==> config.mk <==
export PLATFORM = sky130hd
export DESIGN_NAME = operand_fetch
export DESIGN_NICKNAME = d
export VERILOG_FILES = /design/src/rtl/operand_fetch.sv
export SDC_FILE = /design/constraint.sdc
export NUM_CORES = 1
export LEC_CHECK = 0
export CORE_MARGIN = 5
export CORE_UTILIZATION = 42
export DETAILED_ROUTE_END_ITERATION = 8
export MAX_ROUTING_LAYER = met4
export PLACE_DENSITY = 0.8
export RECOVER_POWER = 100
export SETUP_SLACK_MARGIN = 0.1
export SLEW_MARGIN = 5
export SYNTH_ARGS = -nofsm -noshare
export SYNTH_HDL_FRONTEND = slang
export SYNTH_SLANG_ARGS = --single-unit
==> constraint.sdc <==
create_clock -name clk -period 2 [get_ports clk]
set_clock_uncertainty 0.05 [all_clocks]
set_input_delay 0.3 -clock clk [delete_from_list [all_inputs] [get_ports clk]]
set_output_delay 0.3 -clock clk [all_outputs]
set_load 0.05 [all_outputs]
==> src/rtl/operand_fetch.sv <==
// rtl/operand_fetch.sv - register-file operand fetch stage with writeback override
// Optional feature macro: OPF_ZERO_R0_EN (register 0 always reads as zero)
module operand_fetch #(
  parameter int DATA_W = 8,
  parameter int ADDR_W = 4,
  parameter int TAG_W  = 8
) (
  input  logic              clk,
  input  logic              aclr,
  input  logic              flush,
  input  logic              in_valid,
  output logic              in_ready,
  input  logic [ADDR_W-1:0] in_rs,
  input  logic [ADDR_W-1:0] in_rt,
  input  logic [TAG_W-1:0]  in_tag,
  input  logic              wb_wren,
  input  logic [ADDR_W-1:0] wb_addr,
  input  logic [DATA_W-1:0] wb_data,
  output logic              rf_rden_1,
  output logic              rf_rden_2,
  output logic [ADDR_W-1:0] rf_rdaddress_1,
  output logic [ADDR_W-1:0] rf_rdaddress_2,
  input  logic [DATA_W-1:0] rf_q_1,
  input  logic [DATA_W-1:0] rf_q_2,
  output logic              out_valid,
  input  logic              out_ready,
  output logic [DATA_W-1:0] out_a,
  output logic [DATA_W-1:0] out_b,
  output logic [TAG_W-1:0]  out_tag
);

`ifdef OPF_ZERO_R0_EN
  localparam bit ZERO_R0 = 1'b1;
`else
  localparam bit ZERO_R0 = 1'b0;
`endif

  logic [ADDR_W-1:0] rs_q;
  logic [ADDR_W-1:0] rt_q;
  logic [DATA_W-1:0] ovr_a;
  logic [DATA_W-1:0] ovr_b;
  logic              ovr_a_vld;
  logic              ovr_b_vld;

  logic accept;
  logic hit_in_a;
  logic hit_in_b;
  logic hit_hold_a;
  logic hit_hold_b;
  logic zero_a;
  logic zero_b;

  // Handshake, RAM read-port drive and writeback address matches
  always_comb begin
    in_ready       = !flush && (!out_valid || out_ready);
    accept         = in_valid && in_ready;
    rf_rden_1      = accept;
    rf_rden_2      = accept;
    rf_rdaddress_1 = in_rs;
    rf_rdaddress_2 = in_rt;
    // The RAM returns old data on read-during-write, so a same-cycle write must be captured here
    hit_in_a       = wb_wren && (wb_addr == in_rs) && !(ZERO_R0 && (in_rs == '0));
    hit_in_b       = wb_wren && (wb_addr == in_rt) && !(ZERO_R0 && (in_rt == '0));
    // The RAM output is frozen while holding, so later writes to the held registers are captured too
    hit_hold_a     = wb_wren && (wb_addr == rs_q) && !(ZERO_R0 && (rs_q == '0));
    hit_hold_b     = wb_wren && (wb_addr == rt_q) && !(ZERO_R0 && (rt_q == '0));
    zero_a         = ZERO_R0 && (rs_q == '0);
    zero_b         = ZERO_R0 && (rt_q == '0);
  end

  // Operand select: override beats RAM data; invalid or r0-forced operands read as zero
  always_comb begin
    out_a = '0;
    out_b = '0;
    if (out_valid && !zero_a) out_a = ovr_a_vld ? ovr_a : rf_q_1;
    if (out_valid && !zero_b) out_b = ovr_b_vld ? ovr_b : rf_q_2;
  end

  // Held instruction state: flush beats accept, accept beats consume, consume beats hold
  always_ff @(posedge clk or negedge aclr) begin
    if (!aclr) begin
      out_valid <= 1'b0;
      out_tag   <= '0;
      rs_q      <= '0;
      rt_q      <= '0;
      ovr_a     <= '0;
      ovr_b     <= '0;
      ovr_a_vld <= 1'b0;
      ovr_b_vld <= 1'b0;
    end else if (flush) begin
      out_valid <= 1'b0;
      ovr_a_vld <= 1'b0;
      ovr_b_vld <= 1'b0;
    end else if (accept) begin
      out_valid <= 1'b1;
      out_tag   <= in_tag;
      rs_q      <= in_rs;
      rt_q      <= in_rt;
      ovr_a_vld <= hit_in_a;
      ovr_b_vld <= hit_in_b;
      if (hit_in_a) ovr_a <= wb_data;
      if (hit_in_b) ovr_b <= wb_data;
    end else if (out_valid && out_ready) begin
      out_valid <= 1'b0;
      ovr_a_vld <= 1'b0;
      ovr_b_vld <= 1'b0;
    end else if (out_valid) begin
      if (hit_hold_a) begin
        ovr_a     <= wb_data;
        ovr_a_vld <= 1'b1;
      end
      if (hit_hold_b) begin
        ovr_b     <= wb_data;
        ovr_b_vld <= 1'b1;
      end
    end
  end

endmodule

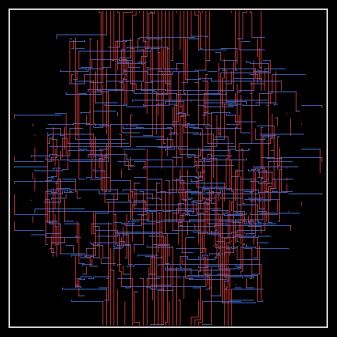
**Above:** wiring by layer.
(4 px per um) Two of the layers only.
metal 1 -> blue  # wire length 2330 um
metal 2 -> red  # wire length 3110 um

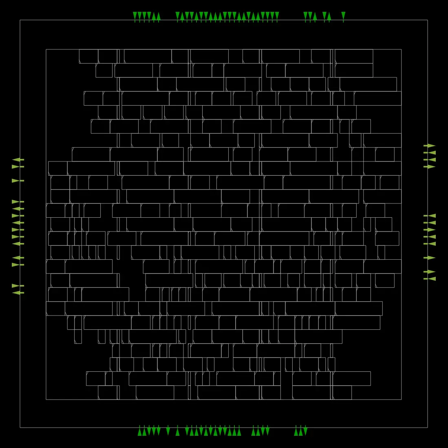
**Above:** cell placement.
post-route insts no fill: 346
core area: 4690 um^2
Tap Cells: 54
Seq area share: 0.255

==> CHANGELOG.md <==
### Metrics

- Run status: finished, final reports clean
- Synthesis Warnings: 0
- Critical R2R Launch: out_valid$_DFFE_PN0P_
- Synth Cell Area: 2010 um^2
- Die x size: 79.1 um
- Dominant logic cell type in the layout: nand2_1
- Mapped Nets: 243
- Remaining global-route overflow: 0
- Mux cell area share after synthesis: 0.199
- Maximum root-to-sink buffer count: 2
- Via density: 5.03
- R2R depth: 7
- # hold bufs at CTS: 0
- Clock-pin transition on the worst setup and hold timing paths: 0.07 ns
- Late-Pin Clk Latency: 0.28 ns
- Post-layout util: 0.736
- I/O Pins: 86
- Crit. End Element: flop
- Initial antenna violation count: 0
- CTS sink cnt: 35
- Final worst slack: 0.0686 ns
- Die Span Y: 79.1 um
- Antenna viol nets, final: 0
- WP data arrival: 2.05 ns
- Pre-CTS WS: -0.166 ns
- Setup violations, final: 0
- Slew headroom: 0.426
- Top post-synthesis cells by count: nand2_1 (49), dfrtp_1 (35), nor2b_1 (20)
- Fin Hold WS: 0.0735 ns
- Row count: 25
- Combinational fraction of design power: 0.377
- Wirelength per Cell: 16.8 um
- Storage cell area: 880 um^2
- Clk network pwr share: 0.242
- N_diodes: 0
- Total wire length: 5800 um
- RePlAce Congestion: 0.780
- CTS Buf Count: 5
- LEAKAGE: 1.61 nW
- Mapped Cells: 193
- Post-route cell area: 3450 um^2
- Final worst path period need: 1.93 ns
- Root Driver: clkbuf_8
- Hpwl dp: 4370 um
- Synth top area share: 0.436
- P_sw: 812 uW
- Worst Tran Pin Value: 0.861 ns
- Global Route Usage Sum: 0.191
- RSZ-0062 raised after global routing: no
- Top_reg_cell synth: dfrtp_1
- Largest net degree at the start of global routing: 36
- Crit path kind: in2reg
- CTS H-tree depth: 2
- Cell Type Count: 24
- Tool warnings: 26
- Max cap viols: 0
- Final nets: 342
- FP Util: 0.428
- Vias after detailed routing: 1741
- Registers, synthesis: 35
- Logic cell area: 1090 um^2
- CTS tree: yes
- Area after DPL: 3260 um^2
- Comb. pwr: 957 uW
- End of the worst register-to-register path: ovr_a[5]$_DFFE_PN0P_
- HP Class: in2async
- Yosys adder share: 0
- Final Cycle Share: 0.966
- Xor+xnor area frac: 0.0698
- Port bufs: 85
- Most common cell in the synthesized netlist: nand2_1
- Flop pwr share: 0.381
- Critical Path Start: in_rs[3]
- Worst VDD drop: 0.000487 V
==> repair_timing <==
| item | in CTS | in global routing |
|---|---|---|
| gates resized | 3 | 17 |
| buffers inserted | 1 | 3 |
| setup endpoints to repair | 2 | 21 |
| pin swaps | 0 | 2 |
==> per-layer routing <==
layer	GRT usage	vias up	routed length [um]
met5	-	-	0
met4	0.0722	0	152
met3	0.0295	13	220
met2	0.331	56	3110
met1	0.225	849	2330
li1	-	823	-
==> cells by family (layout without fill, tap and decap cells) <==
| kind of cell | Yosys count | after routing |
|---|---|---|
| simple gates | 79 | 79 |
| mux | 32 | 32 |
| xor+xnor | 16 | 16 |
| compound gates | 11 | 11 |
| buf+inv | 20 | 119 |
| flops | 35 | 35 |
==> cell type report <==
cell class / count / area share
Timing Repair Buffer: 109 / 0.375
Inverter: 3 / 0.00544
Multi-Input combinational cell: 138 / 0.315
Tap cell: 54 / 0.0196
Clock buffer: 5 / 0.0199
Clock inverter: 2 / 0.0109
Sequential cell: 35 / 0.255
==> how the worst max path moves through the flow <==
stage | cells after the start | endpoint
detailed placement | 6 | ovr_a[4]$_DFFE_PN0P_
floorplan | 6 | rf_rden_2
global route | 6 | ovr_a[7]$_DFFE_PN0P_
CTS | 6 | rf_rden_1
global placement | 6 | ovr_a[2]$_DFFE_PN0P_
finish | 6 | ovr_a[5]$_DFFE_PN0P_
==> critical path, stage by stage <==
cell           delay (ns)
dlygate4sd3_1        0.59
xor2_2               0.20
nor3_2               0.23
a41o_1               0.27
nand2_4              0.14
mux2_4               0.32
==> registers in the layout (all words and copies together) (netlist names) <==
register / flops
ovr_a: 8
ovr_b: 8
out_valid: 1
out_tag: 8
rs_q: 4
rt_q: 4
ovr_a_vld: 1
ovr_b_vld: 1
Power and IR drop assume default switching activity.
